<file path="config.mk">
export PLATFORM = sky130hd
export DESIGN_NAME = fetch_stage
export DESIGN_NICKNAME = d
export VERILOG_FILES = /design/src/rtl/fetch_stage.sv
export SDC_FILE = /design/constraint.sdc
export NUM_CORES = 1
export LEC_CHECK = 0
export ABC_AREA = 1
export CAP_MARGIN = 10
export CORE_ASPECT_RATIO = 0.8
export CORE_MARGIN = 1.5
export CORE_UTILIZATION = 52
export CTS_BUF_LIST = sky130_fd_sc_hd__clkbuf_8
export DETAILED_ROUTE_END_ITERATION = 6
export PLACE_DENSITY = 0.87
export SYNTH_ARGS = -nofsm -noshare
export SYNTH_HDL_FRONTEND = slang
export SYNTH_SLANG_ARGS = --single-unit
export TNS_END_PERCENT = 30
</file>
<file path="constraint.sdc">
create_clock -name clk -period 6.2 [get_ports clk]
set_clock_uncertainty 0.05 [all_clocks]
set_input_delay 0.62 -clock clk [delete_from_list [all_inputs] [get_ports clk]]
set_output_delay 0.62 -clock clk [all_outputs]
set_load 0.03 [all_outputs]
</file>
<file path="src/rtl/fetch_stage.sv">
// Instruction-fetch stage: owns the PC, drives the instruction ROM and registers
// fetched words into IF/ID, with delay-slot branch redirects and stall handling.
module fetch_stage #(
  parameter logic [31:0] RESET_PC = 32'h0000_0000
) (
  input  logic        clk,
  input  logic        rst,
  input  logic [1:0]  stall_i,
  input  logic        branch_flag_i,
  input  logic [31:0] branch_target_i,
  output logic        rom_ce_o,
  output logic [31:0] rom_addr_o,
  input  logic [31:0] rom_data_i,
  output logic [31:0] id_pc_o,
  output logic [31:0] id_inst_o,
  output logic        id_valid_o,
  output logic [31:0] fetch_count_o
);

  typedef enum logic [1:0] {OFF, RUN, PEND} state_t;

  typedef struct packed {
    logic [31:0] pc;
    logic [31:0] inst;
    logic        valid;
  } ifid_t;

  state_t      state, state_nxt;
  logic [31:0] pc, pc_nxt;
  logic [31:0] pend, pend_nxt;
  logic [31:0] target;
  logic        hold_pc, hold_id;
  ifid_t       ifid;
  logic [31:0] count;

  // 2'b10 behaves as 2'b11: holding IF/ID implies holding the PC too.
  assign hold_pc = stall_i[0] | stall_i[1];
  assign hold_id = stall_i[1];
  assign target  = {branch_target_i[31:2], 2'b00};

  always_ff @(posedge clk or posedge rst) begin
    if (rst) begin
      state <= OFF;
      pc    <= RESET_PC;
      pend  <= 32'h0;
    end else begin
      state <= state_nxt;
      pc    <= pc_nxt;
      pend  <= pend_nxt;
    end
  end

  always_comb begin
    state_nxt = state;
    pc_nxt    = pc;
    pend_nxt  = pend;
    case (state)
      OFF: begin
        state_nxt = RUN;
        pc_nxt    = RESET_PC;
      end
      RUN: begin
        if (!hold_pc) begin
          pc_nxt = branch_flag_i ? target : pc + 32'd4;
        end else if (branch_flag_i) begin
          pend_nxt  = target;
          state_nxt = PEND;
        end
      end
      PEND: begin
        // A fresh redirect supersedes the latched one, even on the release cycle.
        if (branch_flag_i) pend_nxt = target;
        if (!hold_pc) begin
          pc_nxt    = branch_flag_i ? target : pend;
          state_nxt = RUN;
        end
      end
      default: state_nxt = OFF;
    endcase
  end

  always_ff @(posedge clk or posedge rst) begin
    if (rst) begin
      ifid  <= '0;
      count <= 32'h0;
    end else if (state == OFF) begin
      ifid.inst  <= 32'h0;
      ifid.valid <= 1'b0;
    end else if (!hold_id) begin
      if (hold_pc) begin
        ifid.inst  <= 32'h0;
        ifid.valid <= 1'b0;
      end else begin
        ifid  <= '{pc: pc, inst: rom_data_i, valid: 1'b1};
        count <= count + 32'd1;
      end
    end
  end

  assign rom_ce_o      = (state != OFF);
  assign rom_addr_o    = pc;
  assign id_pc_o       = ifid.pc;
  assign id_inst_o     = ifid.inst;
  assign id_valid_o    = ifid.valid;
  assign fetch_count_o = count;

endmodule
</file>
congestion_map.png
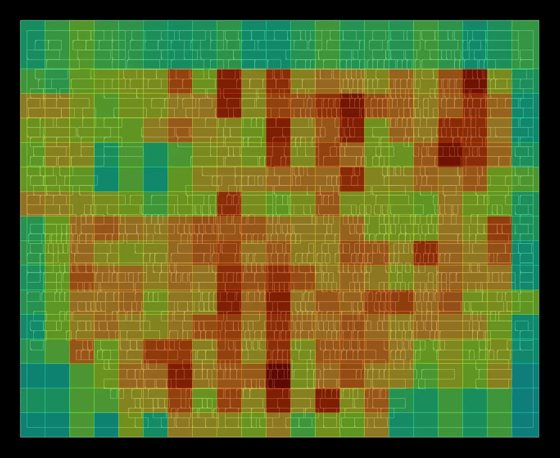
GRT Total Usage: 27.0%
most used routing layer: met2
met1 GRT Util: 39.4%
met3 usage: 5.58%

layers.png
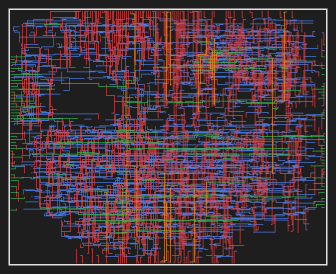
| layer | color | wire length |
|---|---|---|
| M3 | green | 2,020 µm |
| M1 | blue | 10,200 µm |
| M4 | orange | 599 µm |
| M2 | red | 10,200 µm |

==> results_dict.tcl <==
# collected from the flow reports
set metrics [dict create \
    max_stage_delay_ns 0.86 \
    drtPass1Iterations 6 \
    status "completed" \
    finalCoreUtilization_pct 68.7 \
    maxCapViolCount 0 \
    power_mw 4.81 \
    path_cells "inv_1, ha_1, inv_2, nand2_4, inv_2, nand4_1, nor2_2, nand2_1, xnor2_1" \
    required_ns 6.51 \
    dr_wl_met2_um 10200 \
    power_leakage_nw 4.80 \
    synth_nets 1125 \
    post_cts_resized 0 \
    initial_core_util_pct 53.4 \
    core_mm2 0.0159 \
    crit_start "state[0]$_DFFE_PP0P_" \
    htree_levels 4 \
    rrSetupSlack_ns 2.65 \
    via_count 8020 \
    gp_congestion 0.937 \
    met2_usage_pct 40.4 \
    grt_pass1_vias 7078 \
    fin_crit_ns 3.55 \
    worstHoldStart "id_pc_o[18]$_DFFE_PP0P_" \
    crit_arrival_ns 3.86 \
    holdWs_ns 0.437 \
    top_cell "nand2_1" \
    cts_max_path_buffers 2 \
    cp-end-kind "flip-flop" \
    crit_top_cell "inv_2" \
    highest_layer "met4" \
    cts_sinks 163 \
    layout.cells.non_filler 1453 \
    logic_family "simple AND/OR/NAND/NOR gates" \
    top_cells_by_count "nand2_1 (332), dfrtp_1 (163), nor2_1 (106)" \
    setup_slack_ns 2.65 \
    syn-instance-count 1050 \
    grt_pass1_wl_um 36200 \
    grt_max_degree 106 \
    die_height_um 117 \
    hold_path_end "id_pc_o[18]$_DFFE_PP0P_" \
    routed_wl_um 23100 \
    finalSetupTns_ns 0 \
    ys_sh_xor_pct 2.59 \
    ctsRootBufferMaster "clkbuf_8" \
    postPlaceCellArea_mm2 0.0105 \
    top_area_cell "dfrtp_1" \
    compound_area_share_pct 13.9 \
    final_antenna_net_count 0 \
    setup_viol 0 \
    grt_overflow_total 0 \
    syn_avg_cell_area_um2 8.06 \
    start_kind "flip-flop" \
    met1Wirelength_um 10200 \
    place_ws_ns 2.59 \
    ys_cells 1050 \
    area_leaders "dfrtp_1 (48%), nand2_1 (15%), nor2_1 (4.7%)" \
    lay_top_count "nand2_1" \
    peakVddDrop_v 0.000179 \
    ys_seq_elements 163 \
    r2r_cells 9 \
    drc_errors 0 \
    antenna_cells 0 \
    synth-edff-count 0 \
    wl_met3_um 2020 \
    r2r_end "fetch_count_o[19]$_DFFE_PP0P_" \
    rows 41 \
    synth_area_mm2 0.00846 \
    cts_buffers 17 \
    ys_types 40 \
    drt_iter0_drc 1083 \
    yosysChipArea_mm2 0.00846 \
]
cell type report:
| cell class | count | area (µm²) |
|---|---|---|
| Inverter | 95 | 364 |
| Multi-Input combinational cell | 749 | 3790 |
| Clock inverter | 14 | 160 |
| Sequential cell | 163 | 4080 |
| Tap cell | 215 | 269 |
| Fill cell | 1264 | 4950 |
| Timing Repair Buffer | 199 | 1980 |
| Clock buffer | 18 | 248 |
critical path, delay by kind of cell, from the launching register on:
family                     cells  cell delay [ns]
DFF                            1             0.39
and+or+nand+nor                4             1.19
adders and majority gates      1             0.22
xor gates and xnor gates       1             0.13
buffers and inverters          3             1.44
power by group:
| part | switching [mW] | total (mW) | internal, mW |
|---|---|---|---|
| registers | 0.334 | 1.75 | 1.41 |
| clock network | 0.404 | 0.810 | 0.406 |
| logic | 1.46 | 2.25 | 0.796 |
Power is estimated from default activity; no workload was simulated.
